**src/rtl/clock_ui_ctrl.sv**
```systemverilog
// Front-panel controller for the digital clock: button debounce and auto-repeat,
// mode/select/enable state, and the alarm/timer ringing FSM with snooze and tone.
module clock_ui_ctrl #(
  parameter int CLK_HZ          = 100000000,
  parameter int NUM_ALARMS      = 2,
  parameter int DEBOUNCE_CYCLES = 1000000,
  parameter int TONE_HZ         = 1500,
  parameter int REPEAT_DELAY    = 50000000,
  parameter int REPEAT_PERIOD   = 10000000,
  parameter int RING_TIMEOUT_S  = 60,
  parameter int SNOOZE_S        = 300,
  localparam int MW             = $clog2(NUM_ALARMS + 2)
) (
  input  logic                  CLK100MHZ,
  input  logic                  reset,
  input  logic                  btn_c,
  input  logic                  btn_u,
  input  logic                  btn_l,
  input  logic                  btn_r,
  input  logic                  btn_d,
  input  logic [NUM_ALARMS-1:0] alarm_hit,
  input  logic                  timer_done,
  output logic [MW-1:0]         mode,
  output logic [1:0]            select,
  output logic                  inc_pulse,
  output logic [NUM_ALARMS-1:0] alarm_enable,
  output logic                  timer_enable,
  output logic                  ringing,
  output logic [MW-1:0]         ring_src,
  output logic                  aud_pwm
);
  localparam int HALF = CLK_HZ / (2 * TONE_HZ);
  localparam int DW   = $clog2(DEBOUNCE_CYCLES + 1);
  localparam int RW   = $clog2(REPEAT_DELAY + 1);
  localparam int CW   = $clog2(CLK_HZ + 1);
  localparam int TW   = $clog2(HALF + 1);
  localparam int SW   = $clog2(((RING_TIMEOUT_S > SNOOZE_S) ? RING_TIMEOUT_S : SNOOZE_S) + 1);
  localparam int BC = 0, BU = 1, BL = 2, BR = 3, BD = 4;
  localparam logic [MW-1:0] SRC_TIMER = MW'(1);

  typedef enum logic [1:0] {ST_IDLE = 2'd0, ST_RING = 2'd1, ST_SNOOZE = 2'd2} state_t;
  state_t state_r, state_next;

  logic [4:0] raw_s, sync1_r, sync2_r, db_r, db_d_r, press_s;
  logic [DW-1:0] db_cnt_r [5];
  logic [RW-1:0] rep_cnt_r;
  logic rep_fire_s;
  logic [CW-1:0] cyc_cnt_r;
  logic [SW-1:0] sec_cnt_r;
  logic [TW-1:0] tone_cnt_r;
  logic tick_s, ring_timeout_s, snooze_done_s, tone_wrap_s;
  logic [NUM_ALARMS-1:0] alarm_prev_r, alarm_rise_s, cur_mask_s, alarm_en_r, alarm_en_next;
  logic timer_prev_r, timer_rise_s, trig_s, is_alarm_mode_s;
  logic [MW-1:0] trig_src_s, mode_r, mode_next, ring_src_r, ring_src_next;
  logic [1:0] select_r, select_next;
  logic timer_en_r, timer_en_next, inc_r, inc_next, ringing_r, aud_r;

  assign raw_s   = {btn_d, btn_r, btn_l, btn_u, btn_c};
  assign press_s = db_r & ~db_d_r;

  // Synchronise each button and flip its level after a run of differing samples.
  always_ff @(posedge CLK100MHZ or posedge reset) begin
    if (reset) begin
      sync1_r <= 5'd0;
      sync2_r <= 5'd0;
      db_r    <= 5'd0;
      db_d_r  <= 5'd0;
      for (int i = 0; i < 5; i++) db_cnt_r[i] <= '0;
    end else begin
      sync1_r <= raw_s;
      sync2_r <= sync1_r;
      db_d_r  <= db_r;
      for (int i = 0; i < 5; i++) begin
        if (sync2_r[i] != db_r[i]) begin
          if (db_cnt_r[i] == DW'(DEBOUNCE_CYCLES - 1)) begin
            db_r[i]     <= sync2_r[i];
            db_cnt_r[i] <= '0;
          end else begin
            db_cnt_r[i] <= db_cnt_r[i] + DW'(1);
          end
        end else begin
          db_cnt_r[i] <= '0;
        end
      end
    end
  end

  // Hold time on btn_u; after a repeat fires, rewind so the next lands one period later.
  assign rep_fire_s = db_r[BU] && !press_s[BU] && (rep_cnt_r == RW'(REPEAT_DELAY));
  always_ff @(posedge CLK100MHZ or posedge reset) begin
    if (reset)              rep_cnt_r <= '0;
    else if (!db_r[BU])     rep_cnt_r <= '0;
    else if (press_s[BU])   rep_cnt_r <= RW'(1);
    else if (rep_fire_s)    rep_cnt_r <= RW'(REPEAT_DELAY - REPEAT_PERIOD + 1);
    else                    rep_cnt_r <= rep_cnt_r + RW'(1);
  end

  assign alarm_rise_s   = alarm_hit & ~alarm_prev_r & alarm_en_r;
  assign timer_rise_s   = timer_done & ~timer_prev_r & timer_en_r;
  assign trig_s         = (|alarm_rise_s) | timer_rise_s;
  assign tick_s         = (cyc_cnt_r == CW'(CLK_HZ - 1));
  assign ring_timeout_s = tick_s && (sec_cnt_r == SW'(RING_TIMEOUT_S - 1));
  assign snooze_done_s  = tick_s && (sec_cnt_r == SW'(SNOOZE_S - 1));
  assign tone_wrap_s    = (tone_cnt_r == TW'(HALF - 1));
  assign is_alarm_mode_s = |cur_mask_s;

  // Current-alarm mask and trigger source: lowest alarm index beats the timer.
  always_comb begin
    cur_mask_s = '0;
    trig_src_s = SRC_TIMER;
    for (int k = NUM_ALARMS - 1; k >= 0; k--) begin
      cur_mask_s[k] = (mode_r == MW'(k + 2));
      trig_src_s    = alarm_rise_s[k] ? MW'(k + 2) : trig_src_s;
    end
  end

  // Ring FSM next state together with the panel state it owns.
  always_comb begin
    state_next    = state_r;
    mode_next     = mode_r;
    select_next   = select_r;
    timer_en_next = timer_en_r;
    alarm_en_next = alarm_en_r;
    ring_src_next = ring_src_r;
    inc_next      = 1'b0;
    case (state_r)
      ST_IDLE: begin
        if (trig_s) begin
          state_next    = ST_RING;
          ring_src_next = trig_src_s;
          mode_next     = trig_src_s;
          select_next   = 2'd0;
        end else begin
          inc_next = (press_s[BU] | rep_fire_s) & (select_r != 2'd0);
          if (press_s[BC]) begin
            if (mode_r == SRC_TIMER) timer_en_next = ~timer_en_r;
            else                     alarm_en_next = alarm_en_r ^ cur_mask_s;
          end else begin
            alarm_en_next = alarm_en_r;
          end
          if (press_s[BL]) alarm_en_next = alarm_en_next ^ (is_alarm_mode_s ? cur_mask_s : {NUM_ALARMS{1'b1}});
          else             alarm_en_next = alarm_en_next;
          if (press_s[BD]) select_next = select_r + 2'd1;
          else             select_next = select_r;
          // Mode advance also sets select, so it overrides a same-cycle btn_d.
          if (press_s[BR]) begin
            mode_next   = (mode_r == MW'(NUM_ALARMS + 1)) ? {MW{1'b0}} : mode_r + MW'(1);
            select_next = (mode_next == {MW{1'b0}}) ? 2'd0 : 2'd1;
            if (mode_r == SRC_TIMER) timer_en_next = 1'b0;
            else                     timer_en_next = timer_en_next;
          end else begin
            mode_next = mode_r;
          end
        end
      end
      ST_RING: begin
        if (press_s[BC] || ring_timeout_s) begin
          state_next    = ST_IDLE;
          timer_en_next = (ring_src_r == SRC_TIMER) ? 1'b0 : timer_en_r;
        end else if (press_s[BL] && (ring_src_r != SRC_TIMER)) begin
          state_next = ST_SNOOZE;
        end else begin
          state_next = ST_RING;
        end
      end
      ST_SNOOZE: begin
        if (press_s[BC])        state_next = ST_IDLE;
        else if (snooze_done_s) state_next = ST_RING;
        else                    state_next = ST_SNOOZE;
      end
      default: state_next = ST_IDLE;
    endcase
  end

  // State and output registers.
  always_ff @(posedge CLK100MHZ or posedge reset) begin
    if (reset) begin
      state_r    <= ST_IDLE;
      mode_r     <= '0;
      select_r   <= 2'd0;
      timer_en_r <= 1'b0;
      alarm_en_r <= '0;
      ring_src_r <= '0;
      inc_r      <= 1'b0;
      ringing_r  <= 1'b0;
    end else begin
      state_r    <= state_next;
      mode_r     <= mode_next;
      select_r   <= select_next;
      timer_en_r <= timer_en_next;
      alarm_en_r <= alarm_en_next;
      ring_src_r <= ring_src_next;
      inc_r      <= inc_next;
      ringing_r  <= (state_next != ST_IDLE);
    end
  end

  // Edge history, seconds/tone timebase (restarted on every state entry) and tone.
  always_ff @(posedge CLK100MHZ or posedge reset) begin
    if (reset) begin
      alarm_prev_r <= '0;
      timer_prev_r <= 1'b0;
      cyc_cnt_r    <= '0;
      sec_cnt_r    <= '0;
      tone_cnt_r   <= '0;
      aud_r        <= 1'b0;
    end else begin
      alarm_prev_r <= alarm_hit;
      timer_prev_r <= timer_done;
      if ((state_next != state_r) || (state_r == ST_IDLE)) begin
        cyc_cnt_r  <= '0;
        sec_cnt_r  <= '0;
        tone_cnt_r <= '0;
      end else begin
        cyc_cnt_r  <= tick_s ? '0 : cyc_cnt_r + CW'(1);
        sec_cnt_r  <= tick_s ? sec_cnt_r + SW'(1) : sec_cnt_r;
        tone_cnt_r <= tone_wrap_s ? '0 : tone_cnt_r + TW'(1);
      end
      if ((state_r == ST_RING) && (state_next == ST_RING)) aud_r <= tone_wrap_s ? ~aud_r : aud_r;
      else                                                 aud_r <= 1'b0;
    end
  end

  assign mode         = mode_r;
  assign select       = select_r;
  assign inc_pulse    = inc_r;
  assign alarm_enable = alarm_en_r;
  assign timer_enable = timer_en_r;
  assign ringing      = ringing_r;
  assign ring_src     = ring_src_r;
  assign aud_pwm      = aud_r;
endmodule

```
**config.mk**
```make
export PLATFORM = sky130hd
export DESIGN_NAME = clock_ui_ctrl
export DESIGN_NICKNAME = d
export VERILOG_FILES = /design/src/rtl/clock_ui_ctrl.sv
export SDC_FILE = /design/constraint.sdc
export NUM_CORES = 1
export LEC_CHECK = 0
export CAP_MARGIN = 20
export CORE_AREA = 2 2 148 121
export DETAILED_ROUTE_END_ITERATION = 10
export DIE_AREA = 0 0 150 123
export MAX_ROUTING_LAYER = met4
export PLACE_DENSITY_LB_ADDON = 0.1
export SLEW_MARGIN = 20
export SYNTH_ARGS = -nofsm -noshare
export SYNTH_HDL_FRONTEND = slang
export SYNTH_SLANG_ARGS = --single-unit
```
**constraint.sdc**
```tcl
create_clock -name CLK100MHZ -period 7.84 [get_ports CLK100MHZ]
set_input_delay 1.176 -clock CLK100MHZ [delete_from_list [all_inputs] [get_ports CLK100MHZ]]
set_output_delay 1.176 -clock CLK100MHZ [all_outputs]
set_load 0.01 [all_outputs]
```
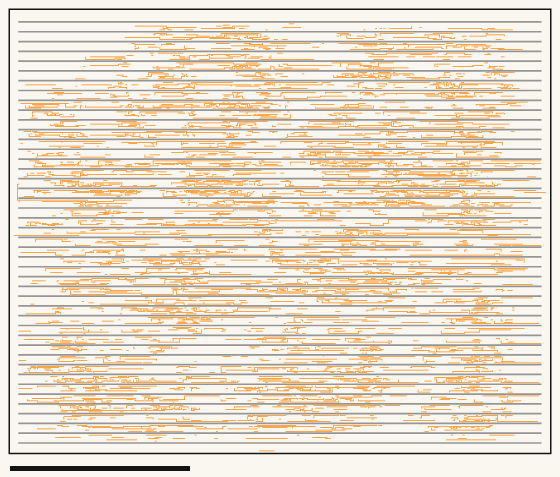
*Signal wires on met1, run 1*
Bar = 50 um. Supply wires on this layer in gray.
share of all routed wire = 52%
wire length on this layer = 9870 um
longest straight run = 34.3 um
main direction = horizontal
nets with wire on the layer = 1023

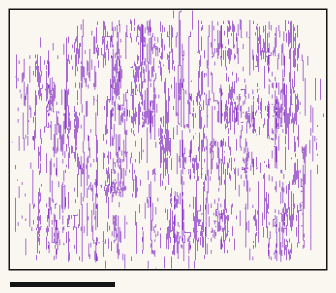
*Metal 2, run 1*
Bar = 50 um.
nets with wire on the layer = 868
wire length on this layer = 8210 um
share of all routed wire = 43%

==> impl_metrics.env, run 1 <==
# source this file to load flow results
export IMPL_power_share_clock_pct=48.0
export IMPL_p_int_w=0.00180
export IMPL_synth_distinct_cells=51
export IMPL_area_leaders="dfrtp_1 (52%), nor2_1 (7.9%), xor2_1 (7.7%), xnor2_1 (6.6%), nand3_1 (3.8%)"
export IMPL_switching_power_w=0.000467
export IMPL_initCoreUtil_pct=60.6
export IMPL_wl_per_cell_um=14.3
export IMPL_power_leakage_nw=4.91
export IMPL_p_per_area_mw_per_mm2=197
export IMPL_layout_top_cell="nor2_1"
export IMPL_path_delay_family="buffers and inverters"
export IMPL_cp_depth=1
export IMPL_highest_layer="met4"
export IMPL_htree_levels=1
export IMPL_hold_path_class="reg2reg"
export IMPL_layout_nets=1102
export IMPL_cts_hold_buf=0
export IMPL_io_pins=22
export IMPL_finalSetupViolations=0
export IMPL_cts_tree="built"
export IMPL_drive_gt1_share_pct=5.40
export IMPL_synth_top_cell_area_share_pct=52.2
export IMPL_place_hpwl_um=12400
export IMPL_peakVddDrop_uv=125
export IMPL_cp_max_fo=6
export IMPL_grt_remaining_overflow=0
export IMPL_outcome="complete, no violations"
export IMPL_max_slew_margin_pct=28.9
export IMPL_drc_errors=0
export IMPL_crit_chain="clkdlybuf4s50_1"
export IMPL_pwr_share_seq_pct=49.8
export IMPL_cts_resized=0
export IMPL_r2r_start="cyc_cnt_r[0]$_DFF_PP0_"
export IMPL_drt_iter0_markers=476
export IMPL_startpoint_type="flop"
export IMPL_drv_slew=0
export IMPL_ys_flop_type="dfrtp_1"
export IMPL_fp_dieH_um=123
export IMPL_hold_viol_final=0
export IMPL_grt_pass1_wl_um=32700
export IMPL_grt_max_degree=106
export IMPL_cts_path_max_buffers=3
export IMPL_cp_end_kind="output pin"
export IMPL_syn_area_per_cell_sq_um=9.77
export IMPL_gp_congestion=0.842
export IMPL_slowest_stage="clkdlybuf4s50_1"
export IMPL_edf_count=0
export IMPL_reg2reg_depth=6
export IMPL_clock_skew_ns=0.0144
export IMPL_numSynthFlops=215
export IMPL_period_used_pct=34.7
export IMPL_synthArstFlopShare_pct=100
export IMPL_grt_pass1_vias=6763
export IMPL_clk_latency_ns=0.50
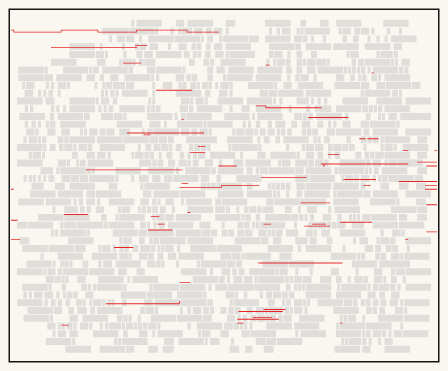
*M3 wires, run 1*
Cells faint in the background.
nets with wire on the layer = 41
share of all routed wire = 3.0%
longest straight run = 33.6 um

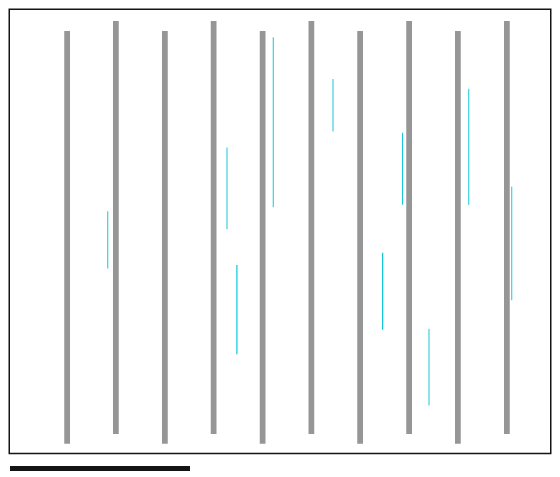
*Met4 routing, run 1*
Bar = 50 um. Supply wires on this layer in gray.
main direction = vertical
wire length on this layer = 249 um
nets with wire on the layer = 3
longest straight run = 46.9 um
share of all routed wire = 1.3%
via count: 7246
Detailed Route WL: 18900 um

-- run 1: how the worst max path moves through the flow --
stage	end	slack (ns)
floorplan	alarm_enable[0]$_DFFE_PP0P_	0.78
global placement	timer_enable$_DFFE_PP0P_	4.81
detailed placement	timer_enable$_DFFE_PP0P_	4.75
CTS	timer_enable	5.09
global route	cyc_cnt_r[14]$_DFF_PP0_	5.07
finish	timer_enable	5.12
-- run 1: metrics by stage --
stage | cells | instance area [sq um] | total power, W | setup slack, ns | hold slack (ns)
after floorplan | 1054 | 10300 | 0.00118 | 0.785 | 0.331
after global placement | 1278 | 10700 | 0.00120 | 4.81 | 0.333
after detailed placement | 1278 | 10700 | 0.00120 | 4.75 | 0.335
after CTS | 1318 | 11500 | 0.00229 | 5.09 | 0.348
after global routing | 1318 | 11500 | 0.00235 | 5.07 | 0.362
final | 1318 | 11500 | 0.00226 | 5.12 | 0.348
-- run 1: synthesized netlist by cell type (all sizes together) (4+ instances only) --
master / n
a21oi: 7
and2: 7
and3: 28
and4: 12
buf: 7
clkbuf: 17
dfrtp: 215
ha: 15
inv: 33
mux2: 5
nand2: 77
nand2b: 5
nand3: 78
nand3b: 4
nand4: 44
nor2: 217
nor3: 31
nor4: 19
nor4b: 4
nor4bb: 6
o21ai: 6
or2: 10
or3: 4
or4: 6
xnor2: 78
xor2: 91
-- run 1: power by group through the flow --
stage / registers [W] / logic, W / clock network (W)
finish: 0.00113 / 0.0000505 / 0.00109
global route: 0.00113 / 0.0000600 / 0.00116
CTS: 0.00113 / 0.0000530 / 0.00111
detailed placement: 0.00115 / 0.0000527 / 0
global placement: 0.00115 / 0.0000522 / 0
floorplan: 0.00115 / 0.0000371 / 0
-- run 1: registers in the layout (all words and copies together), names as in the netlist --
signal        cells
mode              2
db_d_r            5
rep_cnt_r        26
timer_enable      1
cyc_cnt_r        27
ring_src          2
db_cnt_r        100
aud_pwm           1
sync1_r           5
state_r           2
tone_cnt_r       16
alarm_prev_r      2
timer_prev_r      1
db_r              5
select            2
sec_cnt_r         9
ringing           1
inc_pulse         1
sync2_r           5
alarm_enable      2
-- run 1: layout make-up --
| type | instances | area [sq um] | share of cell area, % |
|---|---|---|---|
| flip-flops and latches | 215 | 5380 | 46.9 |
| multi-input cells | 782 | 4700 | 41.0 |
| clock buffers | 31 | 636 | 5.54 |
| well taps | 225 | 282 | 2.45 |
| repair buffers | 23 | 225 | 1.96 |
| inverters | 33 | 131 | 1.15 |
| clock inverters | 9 | 120 | 1.05 |
-- run 1: routing by layer --
metal | global-route usage [%] | vias up
met5 | - | -
met4 | 4.07 | 0
met3 | 3.14 | 22
met2 | 31.8 | 95
met1 | 33.5 | 3517
li1 | - | 3612
-- run 1: cells by family after synthesis --
kind of cell / synth area share, %
AND/OR/NAND/NOR: 27.0
flip-flops: 52.2
XOR/XNOR: 14.4
buffers and inverters: 2.15
AND-OR/OR-AND: 1.81
adder cells (fa/ha/maj): 1.82
multiplexers: 0.644
### Track usage over the die, run 1

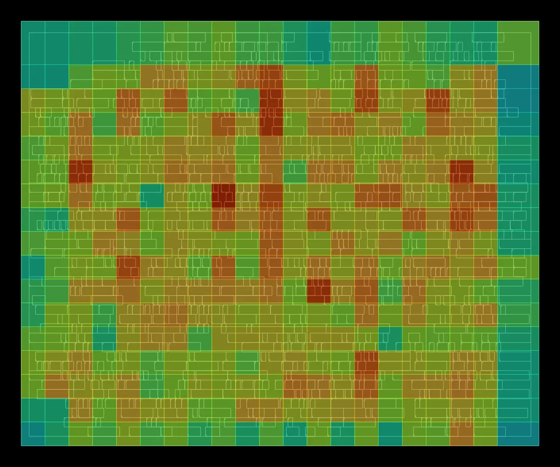

==> run 1 -> run 2 <==
Clock period 7.84 ns to 2.7 ns, I/O delays scaled along.
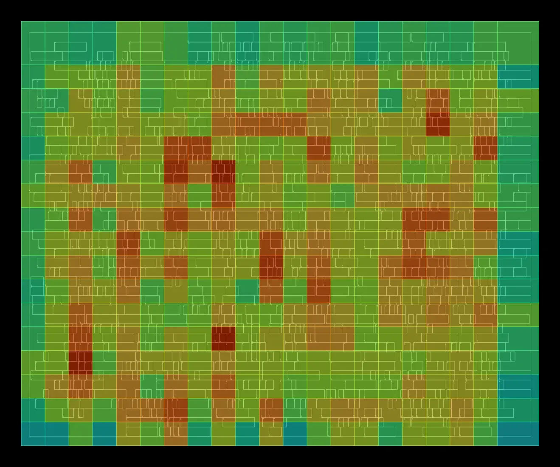
*Track usage over the die, run 2*
met1 GRT Util: 33.5%
Avg WL per Cell: 14.5 um

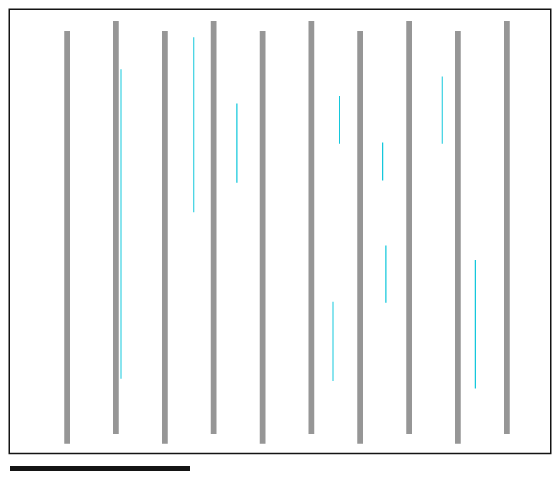
*Met4 routing, run 2*
Bar = 50 um. Supply wires on this layer in gray.
nets with wire on the layer = 3
main direction = vertical

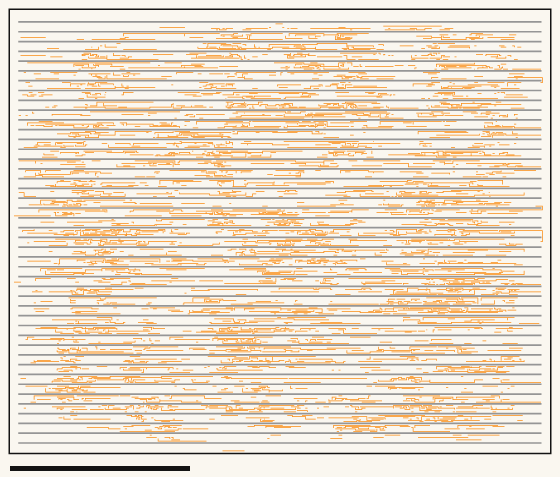
*Signal wires on met1, run 2*
Bar = 50 um. Supply wires on this layer in gray.
share of all routed wire = 50%
longest straight run = 35.0 um
wire length on this layer = 9710 um

==> impl_metrics.env, run 2 <==
# source this file to load flow results
export IMPL_outcome="complete, no violations"
export IMPL_grtUsageMet2_pct=34.2
export IMPL_place_hpwl_um=13000
export IMPL_clk_latency_ns=0.50
export IMPL_cts_tree="built"
export IMPL_finalSetupViolations=0
export IMPL_gp_congestion=0.863
export IMPL_worstReg2RegEnd="sec_cnt_r[3]$_DFFE_PP0P_"
export IMPL_synth_xor_area_share_pct=14.4
export IMPL_drt_iter0_markers=405
export IMPL_grt_max_degree=45
export IMPL_busiest_layer="met2"
export IMPL_synth_distinct_cells=51
export IMPL_cp_max_fo=15
export IMPL_fp_dieH_um=123
export IMPL_r2r_start="cyc_cnt_r[0]$_DFF_PP0_"
export IMPL_edf_count=0
export IMPL_dr_total_vias=7220
export IMPL_max_slew_margin_pct=50.2
export IMPL_switching_power_w=0.00140
export IMPL_startpoint_type="flop"
export IMPL_slowest_stage="or4_4"
export IMPL_dieArea_sq_mm=0.0185
export IMPL_initCoreUtil_pct=60.6
export IMPL_final_cell_count_no_fill=1332
export IMPL_hold_path_class="in2reg"
export IMPL_syn_area_per_cell_sq_um=9.77
export IMPL_cts_hold_buf=0
export IMPL_total_power_w=0.00667
export IMPL_io_pins=22
export IMPL_clock_skew_ns=0.00872
export IMPL_period_used_pct=85.5
export IMPL_ys_flop_type="dfrtp_1"
export IMPL_power_share_clock_pct=48.5
export IMPL_synth_top_cell_area_share_pct=52.2
export IMPL_top_logic_kind="simple AND/OR/NAND/NOR gates"
export IMPL_cp_end_kind="flop"
export IMPL_crit_chain="ha_1 > nand4_2 > or4_4 > a2bb2oi_1 > nor2_4 > buf_12 > nor2_1"
export IMPL_p_per_area_mw_per_mm2=573
export IMPL_power_leakage_nw=4.98
export IMPL_area_growth_pct=13.1
export IMPL_rsz0062_at_grt="no"
export IMPL_drtPass1Iterations=5
export IMPL_drive_gt1_share_pct=6.78
export IMPL_layout_top_cell="nor2_1"
export IMPL_whs_ns=0.345
export IMPL_grt_pass1_wl_um=33400
export IMPL_fp_row_count=43
export IMPL_reg2reg_depth=7
export IMPL_numSynthFlops=215
export IMPL_largestRegisters="db_cnt_r (100), cyc_cnt_r (27), rep_cnt_r (26)"
export IMPL_regMostFlops="db_cnt_r"
export IMPL_path_delay_family="simple AND/OR/NAND/NOR gates"
export IMPL_worstHoldEndpoint="sync1_r[4]$_DFF_PP0_"
export IMPL_compound_area_share_pct=1.81
export IMPL_p_int_w=0.00528
export IMPL_grt_pass1_vias=6915
export IMPL_drc_errors=0
export IMPL_area_leaders="dfrtp_1 (52%), nor2_1 (7.9%), xor2_1 (7.7%), xnor2_1 (6.6%), nand3_1 (3.8%)"
export IMPL_dp_cells=1292
export IMPL_fp_nets=1079
export IMPL_mux_area_share_pct=0.644
export IMPL_common_cells="nor2_1 (216), dfrtp_1 (215), xor2_1 (91), nand3_1 (78), xnor2_1 (78)"
export IMPL_grt_util_met3_pct=3.21
export IMPL_drt_wl_total_um=19300
export IMPL_cts_resized=0
export IMPL_simple_gate_share_pct=27.0
export IMPL_grt_remaining_overflow=0
export IMPL_layout_nets=1116
export IMPL_hold_viol_final=0
export IMPL_pwr_share_seq_pct=49.0
export IMPL_peakVddDrop_uv=396
export IMPL_largest_reg_flops=100
export IMPL_fa_ha_area_share_pct=1.82
export IMPL_drv_slew=0
export IMPL_cts_path_max_buffers=3
## run 2: worst max-delay path by stage
stage                                start                     endpoint  cells past startpoint
finish              cyc_cnt_r[0]$_DFF_PP0_     sec_cnt_r[3]$_DFFE_PP0P_                      7
global route        cyc_cnt_r[0]$_DFF_PP0_     sec_cnt_r[3]$_DFFE_PP0P_                      7
CTS                 cyc_cnt_r[0]$_DFF_PP0_     sec_cnt_r[3]$_DFFE_PP0P_                      7
detailed placement  cyc_cnt_r[0]$_DFF_PP0_     sec_cnt_r[3]$_DFFE_PP0P_                      7
global placement    cyc_cnt_r[0]$_DFF_PP0_       cyc_cnt_r[2]$_DFF_PP0_                      7
floorplan                            reset  alarm_enable[0]$_DFFE_PP0P_                      1
## run 2: cell families after synthesis
group | count (synthesis)
and+or+nand+nor | 564
DFF | 215
xor gates and xnor gates | 169
buffers and inverters | 57
AOI/OAI and AO/OA | 28
adders and majority gates | 15
muxes | 6
## run 2: stage by stage
| stage | TNS, ns | util (%) | cell area, sq um | setup slack [ns] |
|---|---|---|---|---|
| floorplan | -108.18 | - | 10300 | -0.503 |
| global placement | 0 | 63.9 | 10900 | 0.479 |
| detailed placement | 0 | 63.9 | 10900 | 0.416 |
| CTS | 0 | 68.5 | 11600 | 0.385 |
| global route | 0 | 68.5 | 11600 | 0.234 |
| finish | 0 | 68.5 | 11600 | 0.392 |
## run 2: area by class of cell
| class | instances | area, sq um | share of cell area [%] |
|---|---|---|---|
| tap | 225 | 282 | 2.42 |
| clock inverter | 13 | 181 | 1.56 |
| clock buffer | 27 | 601 | 5.16 |
| inverter | 33 | 128 | 1.10 |
| timing repair buffer | 37 | 380 | 3.26 |
| multi-input combinational | 782 | 4700 | 40.3 |
| sequential | 215 | 5380 | 46.2 |
## run 2: layer usage
layer	vias up	part of all wire [%]
met5	-	0
met2	100	45
li1	3634	-
met4	0	1.4
met1	3461	50
met3	25	3.8
## run 2: power groups by stage
| stage | Clock (W) | Combinational [W] | Sequential, W |
|---|---|---|---|
| floorplan | 0 | 0.000108 | 0.00333 |
| global placement | 0 | 0.000167 | 0.00333 |
| detailed placement | 0 | 0.000170 | 0.00333 |
| CTS | 0.00330 | 0.000172 | 0.00327 |
| global route | 0.00344 | 0.000192 | 0.00328 |
| finish | 0.00324 | 0.000164 | 0.00327 |
Power and IR drop assume default switching activity.
